## src/rtl/op_imm_encoder_pkg.sv

```systemverilog
// ============================================================================
// Module      : op_imm_encoder_pkg
// Description : Shared RV32I defines: instruction-ID codes (also used by the
//               decoder), OP-IMM opcode, funct3/funct7 constants, NOP word.
// Revision    : 1.0 - initial release
// ============================================================================
`default_nettype none

package op_imm_encoder_pkg;

  // Width of the shared instruction-ID encoding
  localparam int INST_ID_LEN = 6;

  // Shared instruction-ID codes (OP-IMM subset plus neighbours the decoder uses)
  localparam logic [INST_ID_LEN-1:0] NONE_ID  = 6'd0;
  localparam logic [INST_ID_LEN-1:0] ADDI_ID  = 6'd1;
  localparam logic [INST_ID_LEN-1:0] SLTI_ID  = 6'd2;
  localparam logic [INST_ID_LEN-1:0] SLTIU_ID = 6'd3;
  localparam logic [INST_ID_LEN-1:0] XORI_ID  = 6'd4;
  localparam logic [INST_ID_LEN-1:0] ORI_ID   = 6'd5;
  localparam logic [INST_ID_LEN-1:0] ANDI_ID  = 6'd6;
  localparam logic [INST_ID_LEN-1:0] SLLI_ID  = 6'd7;
  localparam logic [INST_ID_LEN-1:0] SRLI_ID  = 6'd8;
  localparam logic [INST_ID_LEN-1:0] SRAI_ID  = 6'd9;
  localparam logic [INST_ID_LEN-1:0] ADD_ID   = 6'd10;
  localparam logic [INST_ID_LEN-1:0] SUB_ID   = 6'd11;
  localparam logic [INST_ID_LEN-1:0] LW_ID    = 6'd12;
  localparam logic [INST_ID_LEN-1:0] SW_ID    = 6'd13;

  // OP-IMM major opcode
  localparam logic [6:0] OPC_OP_IMM = 7'b0010011;

  // OP-IMM funct3 field values
  localparam logic [2:0] F3_ADDI  = 3'b000;
  localparam logic [2:0] F3_SLLI  = 3'b001;
  localparam logic [2:0] F3_SLTI  = 3'b010;
  localparam logic [2:0] F3_SLTIU = 3'b011;
  localparam logic [2:0] F3_XORI  = 3'b100;
  localparam logic [2:0] F3_SRXI  = 3'b101;
  localparam logic [2:0] F3_ORI   = 3'b110;
  localparam logic [2:0] F3_ANDI  = 3'b111;

  // Shift funct7 field values
  localparam logic [6:0] F7_SLLI = 7'b0000000;
  localparam logic [6:0] F7_SRLI = 7'b0000000;
  localparam logic [6:0] F7_SRAI = 7'b0100000;

  // Canonical NOP (addi x0, x0, 0)
  localparam logic [31:0] NOP_INST = 32'h0000_0013;

  // Result of encoding one request
  typedef struct packed {
    logic        legal;
    logic [31:0] inst;
  } enc_result_t;

endpackage : op_imm_encoder_pkg

`default_nettype wire

```

## src/rtl/op_imm_encoder_sync_fifo.sv

```systemverilog
// ============================================================================
// Module      : sync_fifo
// Description : Single-clock valid/ready FIFO, DEPTH entries of WIDTH bits.
//               Head word presented combinationally from storage; pointers
//               wrap modulo DEPTH; async active-low reset of control state.
// Revision    : 1.0 - initial release
// ============================================================================
`default_nettype none

module sync_fifo #(
  parameter int WIDTH = 32,
  parameter int DEPTH = 4
) (
  input  logic             clk,
  input  logic             rst_n,
  input  logic             wr_valid_i,
  output logic             wr_ready_o,
  input  logic [WIDTH-1:0] wr_data_i,
  output logic             rd_valid_o,
  input  logic             rd_ready_i,
  output logic [WIDTH-1:0] rd_data_o
);

  localparam int AW = (DEPTH > 1) ? $clog2(DEPTH) : 1;
  localparam int CW = $clog2(DEPTH + 1);
  localparam logic [AW-1:0] LAST_PTR = AW'(DEPTH - 1);
  localparam logic [CW-1:0] FULL_CNT = CW'(DEPTH);

  logic [WIDTH-1:0] mem_q [DEPTH];
  logic [AW-1:0]    wptr_q, wptr_d;
  logic [AW-1:0]    rptr_q, rptr_d;
  logic [CW-1:0]    count_q, count_d;
  logic             do_wr;
  logic             do_rd;

  // Ready depends only on occupancy, never on the read side
  assign wr_ready_o = (count_q < FULL_CNT);
  assign rd_valid_o = (count_q != '0);
  assign rd_data_o  = mem_q[rptr_q];

  assign do_wr = wr_valid_i && wr_ready_o;
  assign do_rd = rd_ready_i && rd_valid_o;

  // Next pointers and occupancy; simultaneous write and read leave count unchanged
  always_comb begin
    wptr_d  = wptr_q;
    rptr_d  = rptr_q;
    count_d = count_q;
    if (do_wr) begin
      wptr_d = (wptr_q == LAST_PTR) ? '0 : wptr_q + AW'(1);
    end
    if (do_rd) begin
      rptr_d = (rptr_q == LAST_PTR) ? '0 : rptr_q + AW'(1);
    end
    case ({do_wr, do_rd})
      2'b10:   count_d = count_q + CW'(1);
      2'b01:   count_d = count_q - CW'(1);
      default: count_d = count_q;
    endcase
  end

  // Control state register, cleared immediately by reset
  always_ff @(posedge clk or negedge rst_n) begin
    if (!rst_n) begin
      wptr_q  <= '0;
      rptr_q  <= '0;
      count_q <= '0;
    end else begin
      wptr_q  <= wptr_d;
      rptr_q  <= rptr_d;
      count_q <= count_d;
    end
  end

  // Storage needs no reset: entries are only read once written
  always_ff @(posedge clk) begin
    if (do_wr) begin
      mem_q[wptr_q] <= wr_data_i;
    end
  end

endmodule : sync_fifo

`default_nettype wire

```

## src/rtl/op_imm_encoder.sv

```systemverilog
// ============================================================================
// Module      : op_imm_encoder
// Description : Encodes OP-IMM requests (instruction ID + fields) into RV32I
//               words, buffered through a sync_fifo. Illegal requests are
//               accepted, dropped and flagged by a one-cycle err pulse.
//               Optional macro OP_IMM_ENC_ERRCNT_EN adds a saturating 8-bit
//               err_cnt output.
// Revision    : 1.0 - initial release
// ============================================================================
`default_nettype none

module op_imm_encoder
  import op_imm_encoder_pkg::*;
#(
  parameter int DEPTH = 4
) (
  input  logic                   clk,
  input  logic                   rst_n,
  input  logic                   in_valid,
  output logic                   in_ready,
  input  logic [INST_ID_LEN-1:0] instr_id,
  input  logic [4:0]             rd,
  input  logic [4:0]             rs1,
  input  logic [11:0]            imm,
  output logic                   out_valid,
  input  logic                   out_ready,
  output logic [31:0]            out_inst,
  output logic                   err
`ifdef OP_IMM_ENC_ERRCNT_EN
  ,
  output logic [7:0]             err_cnt
`endif
);

  // Build the RV32I word for one request and flag whether it is legal
  function automatic enc_result_t encode_op_imm(
    input logic [INST_ID_LEN-1:0] id,
    input logic [4:0]             rd_f,
    input logic [4:0]             rs1_f,
    input logic [11:0]            imm_f
  );
    enc_result_t r;
    r.legal = 1'b1;
    r.inst  = NOP_INST;
    case (id)
      ADDI_ID:  r.inst = {imm_f, rs1_f, F3_ADDI,  rd_f, OPC_OP_IMM};
      SLTI_ID:  r.inst = {imm_f, rs1_f, F3_SLTI,  rd_f, OPC_OP_IMM};
      SLTIU_ID: r.inst = {imm_f, rs1_f, F3_SLTIU, rd_f, OPC_OP_IMM};
      XORI_ID:  r.inst = {imm_f, rs1_f, F3_XORI,  rd_f, OPC_OP_IMM};
      ORI_ID:   r.inst = {imm_f, rs1_f, F3_ORI,   rd_f, OPC_OP_IMM};
      ANDI_ID:  r.inst = {imm_f, rs1_f, F3_ANDI,  rd_f, OPC_OP_IMM};
      // Shifts: upper immediate bits must be zero, funct7 comes from the ID
      SLLI_ID: begin
        r.inst  = {F7_SLLI, imm_f[4:0], rs1_f, F3_SLLI, rd_f, OPC_OP_IMM};
        r.legal = (imm_f[11:5] == 7'd0);
      end
      SRLI_ID: begin
        r.inst  = {F7_SRLI, imm_f[4:0], rs1_f, F3_SRXI, rd_f, OPC_OP_IMM};
        r.legal = (imm_f[11:5] == 7'd0);
      end
      SRAI_ID: begin
        r.inst  = {F7_SRAI, imm_f[4:0], rs1_f, F3_SRXI, rd_f, OPC_OP_IMM};
        r.legal = (imm_f[11:5] == 7'd0);
      end
      default: r.legal = 1'b0;
    endcase
    return r;
  endfunction

  enc_result_t enc;
  logic        accept;
  logic        push;
  logic        err_d;
  logic        err_q;
  logic        fifo_wr_ready;
  logic        fifo_rd_valid;
  logic [31:0] fifo_rd_data;

  // Combinational encode of the request currently on the input
  always_comb begin
    enc = encode_op_imm(instr_id, rd, rs1, imm);
  end

  assign accept = in_valid && in_ready;
  assign push   = accept && enc.legal;
  assign err_d  = accept && !enc.legal;

  sync_fifo #(
    .WIDTH (32),
    .DEPTH (DEPTH)
  ) u_fifo (
    .clk        (clk),
    .rst_n      (rst_n),
    .wr_valid_i (push),
    .wr_ready_o (fifo_wr_ready),
    .wr_data_i  (enc.inst),
    .rd_valid_o (fifo_rd_valid),
    .rd_ready_i (out_ready),
    .rd_data_o  (fifo_rd_data)
  );

  assign in_ready  = fifo_wr_ready;
  assign out_valid = fifo_rd_valid;
  // Show a NOP while empty so the output is never X after reset
  assign out_inst  = fifo_rd_valid ? fifo_rd_data : NOP_INST;
  assign err       = err_q;

  // Error pulse register: one cycle after an illegal request is accepted
  always_ff @(posedge clk or negedge rst_n) begin
    if (!rst_n) begin
      err_q <= 1'b0;
    end else begin
      err_q <= err_d;
    end
  end

`ifdef OP_IMM_ENC_ERRCNT_EN
  logic [7:0] err_cnt_q;
  logic [7:0] err_cnt_d;

  // Saturating count of err pulses
  always_comb begin
    err_cnt_d = err_cnt_q;
    if (err_q && (err_cnt_q != 8'hFF)) begin
      err_cnt_d = err_cnt_q + 8'd1;
    end
  end

  // Error counter register
  always_ff @(posedge clk or negedge rst_n) begin
    if (!rst_n) begin
      err_cnt_q <= 8'h00;
    end else begin
      err_cnt_q <= err_cnt_d;
    end
  end

  assign err_cnt = err_cnt_q;
`endif

endmodule : op_imm_encoder

`default_nettype wire

```

## config.mk

```make
export PLATFORM = sky130hd
export DESIGN_NAME = op_imm_encoder
export DESIGN_NICKNAME = d
export VERILOG_FILES = /design/src/rtl/op_imm_encoder_pkg.sv /design/src/rtl/op_imm_encoder_sync_fifo.sv /design/src/rtl/op_imm_encoder.sv
export SDC_FILE = /design/constraint.sdc
export NUM_CORES = 1
export LEC_CHECK = 0
export ABC_AREA = 1
export CAP_MARGIN = 25
export CORE_UTILIZATION = 49
export CTS_CLUSTER_DIAMETER = 120
export DETAILED_ROUTE_END_ITERATION = 12
export PLACE_DENSITY = 0.76
export SKIP_CTS_REPAIR_TIMING = 1
export SLEW_MARGIN = 20
export SYNTH_ARGS = -nofsm -noshare
export SYNTH_HDL_FRONTEND = slang
export SYNTH_SLANG_ARGS = --single-unit
```

## constraint.sdc

```tcl
create_clock -name clk -period 2.25 [get_ports clk]
set_input_delay 0.45 -clock clk [delete_from_list [all_inputs] [get_ports clk]]
set_output_delay 0.45 -clock clk [all_outputs]
set_load 0.02 [all_outputs]
```

==> summary.txt, run 1 <==
fresh numbers from the pnr run: yosys synthesis chip area=0.00478 mm^2, top post-synthesis cells by count=111 x sky130_fd_sc_hd__nor2_1, 100 x sky130_fd_sc_hd__edfxtp_1, 45 x sky130_fd_sc_hd__o21ai_0, via density per instance=5.09, DRC=0, adder share=0.0199, clock sink count=108, cell type group with the largest total delay on the critical path=flip-flops, Non-clock buffers=103, CTS tree=built, total die area=0.0101 mm^2, total vias in the final route=3,387, layout cells sized above 1=0.183, final HPWL from detailed placement=6.95 mm, Boundary Pins=67, clock-net power=1.37 mW, H-Tree Depth=3, Post-Syn Area per Cell=10.9 um^2, proportion of register bits with asynchronous set or reset after synthesis=0.0741, main area contributors after synthesis=sky130_fd_sc_hd__edfxtp_1 63%, sky130_fd_sc_hd__nor2_1 8.7%, sky130_fd_sc_hd__o21ai_0 4.7%, sky130_fd_sc_hd__dfrtp_1 4.2%, sky130_fd_sc_hd__a21oi_1 2.8%, type of the worst setup path=reg -> out, gr usage total=0.217, Final TNS setup=0 ps, OpenROAD warnings=30, RSZ-0062 raised after global routing=true, global-route wire length before repair=16.4 mm, Sw Pwr=2.54 mW, diode insertion count for antenna repair=0, Worst EP required=1800 ps, worst hold path class=in -> async, clock-pin transition on the worst setup and hold timing paths=100 ps, Max Root-Sink Buffers=2, multi-input gates=267, register bank with the most flops=u_fifo.mem_q, Power Combinational=3.02 mW, worst setup path end=out_inst[13], crit path setup slack, layout=75.8 ps, startpoint of the lowest-slack register-to-register path=u_fifo.count_q[2], outcome=complete, no violations, endpoint class of the critical path=primary output, met3 global-route usage=0.0319, Complex Gates by Area=0.0859, endpoint arrival time on the critical path=1720 ps, sequential share of power=0.352, Port Buffer Count=59, # Taps=129, total power per unit cell area=1120 mW/mm^2
### A small window of the routed layout, run 1

Window x 63 to 88, y 63 to 88 um. Cells in gray, sequential cells in the stronger gray; small squares are vias.
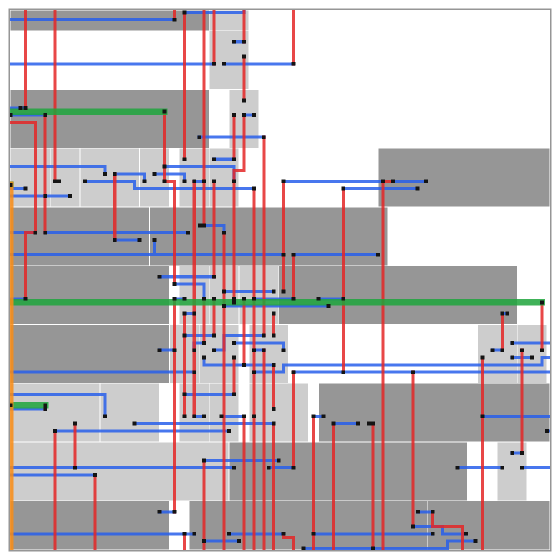
Key: green = met3; orange = met4; blue = met1; red = met2
Netlist names of flops here include `u_fifo.mem_q` (12). 34 logic cells have their middle in the window. Sequential cells in the window: 12. Most frequent: edfxtp_1 (12), nor2_1 (10), o21ai_0 (4).

### Track usage over the die, run 1

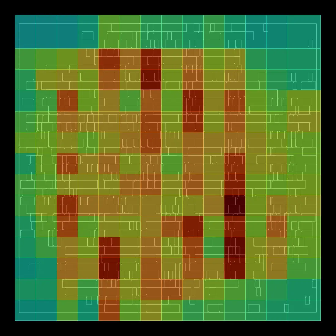
wire length per cell after detailed routing: 15.8 um
final cell utilization of the core: 0.650
most heavily used metal layer in global routing: met2

### Sequential cells colored by netlist name, run 1

(4 px per um) Other sequential cells in the stronger gray, the rest of the logic in the fainter gray.
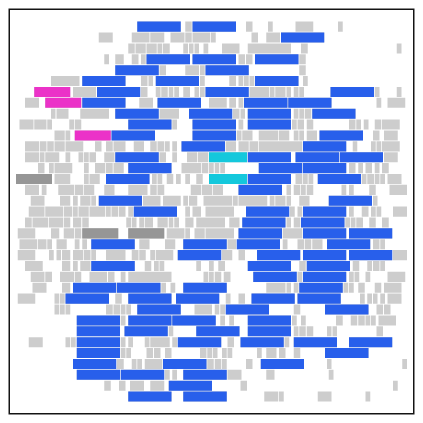
Key: cyan = `u_fifo.rptr_q` [sequential cells 2]; magenta = `u_fifo.count_q` [sequential cells 3]; blue = `u_fifo.mem_q` [sequential cells 100]
Another 3 sequential cells are not colored.
flip-flop and latch power: 2.38 mW
total area of sequential cells: 0.00321 mm^2

### Metal 1, run 1

(3 px per um)
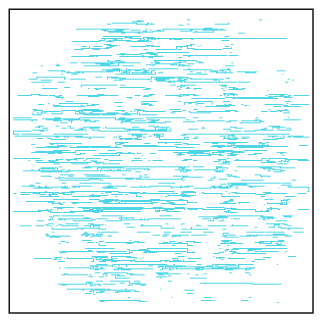

==> run 1 -> run 2 <==
- CORE_ASPECT_RATIO: unset -> 1.5
### Metal 1, run 2

(2 px per um)
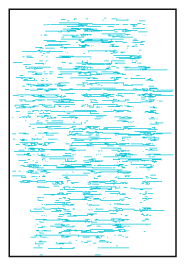
The layer holds 38% of the routed length. 506 nets have wire on it. The layer carries 3,880 um of wire.
met1 usage: 0.240
total vias in the final route: 3,340
final WL: 10.2 mm

==> summary.txt, run 2 <==
fresh numbers from the pnr run: outcome=complete, no violations, sequential share of power=0.332 (-0.020), CTS tree=built, total power per unit cell area=1160 mW/mm^2 (+3.8%), Sw Pwr=2.56 mW (+0.86%), top post-synthesis cells by count=111 x sky130_fd_sc_hd__nor2_1, 100 x sky130_fd_sc_hd__edfxtp_1, 45 x sky130_fd_sc_hd__o21ai_0, adder share=0.0199 (unchanged), worst setup path end=out_inst[13], OpenROAD warnings=29 (-3.3%), clock-net power=1.68 mW (+23%), clock sink count=108 (unchanged), Power Combinational=3.11 mW (+3%), Complex Gates by Area=0.0859 (unchanged), diode insertion count for antenna repair=0 (unchanged), worst hold path class=in -> async, global-route wire length before repair=15.6 mm (-5.0%), Port Buffer Count=59 (unchanged), layout cells sized above 1=0.156 (-0.0272), sum of routed wire segments on met1=3.88 mm, H-Tree Depth=3 (unchanged), # Taps=112 (-13%), register bank with the most flops=u_fifo.mem_q, flip-flop and latch power=2.38 mW (about the same), Top Layout Cells=109 x sky130_fd_sc_hd__nor2_1, 100 x sky130_fd_sc_hd__edfxtp_1, 45 x sky130_fd_sc_hd__o21ai_0, 35 x sky130_fd_sc_hd__inv_1, 29 x sky130_fd_sc_hd__dlymetal6s2s_1, Final TNS setup=0 ps (unchanged), DRC=0 (unchanged), endpoint arrival time on the critical path=1700 ps (-20 ps), final HPWL from detailed placement=6.49 mm (-6.6%), multi-input gates=267 (unchanged), clock-pin transition on the worst setup and hold timing paths=70 ps (-30 ps), Max Root-Sink Buffers=2 (unchanged), type of the worst setup path=reg -> out, cell type group with the largest total delay on the critical path=buffers and inverters, main area contributors after synthesis=sky130_fd_sc_hd__edfxtp_1 63%, sky130_fd_sc_hd__nor2_1 8.7%, sky130_fd_sc_hd__o21ai_0 4.7%, sky130_fd_sc_hd__dfrtp_1 4.2%, sky130_fd_sc_hd__a21oi_1 2.8%, total area of sequential cells=0.00321 mm^2 (unchanged), proportion of register bits with asynchronous set or reset after synthesis=0.0741 (unchanged), endpoint class of the critical path=primary output, most heavily used metal layer in global routing=met2, Boundary Pins=67 (unchanged), worst voltage drop across the vdd grid=0.761 mV, Post-Syn Area per Cell=10.9 um^2 (unchanged), total die area=0.0102 mm^2 (about the same), crit path setup slack, layout=98.4 ps (+22.6 ps), startpoint of the lowest-slack register-to-register path=u_fifo.count_q[2]
### Track usage over the die, run 2

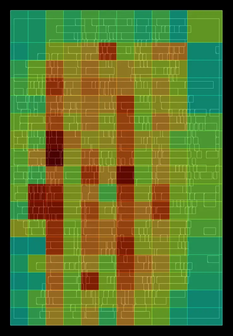
gr usage total: 0.214
met3 global-route usage: 0.0288
wire length per cell after detailed routing: 16.0 um
global-route met2 utilization: 0.393
final cell utilization of the core: 0.659

Power is estimated from default activity; no workload was simulated.
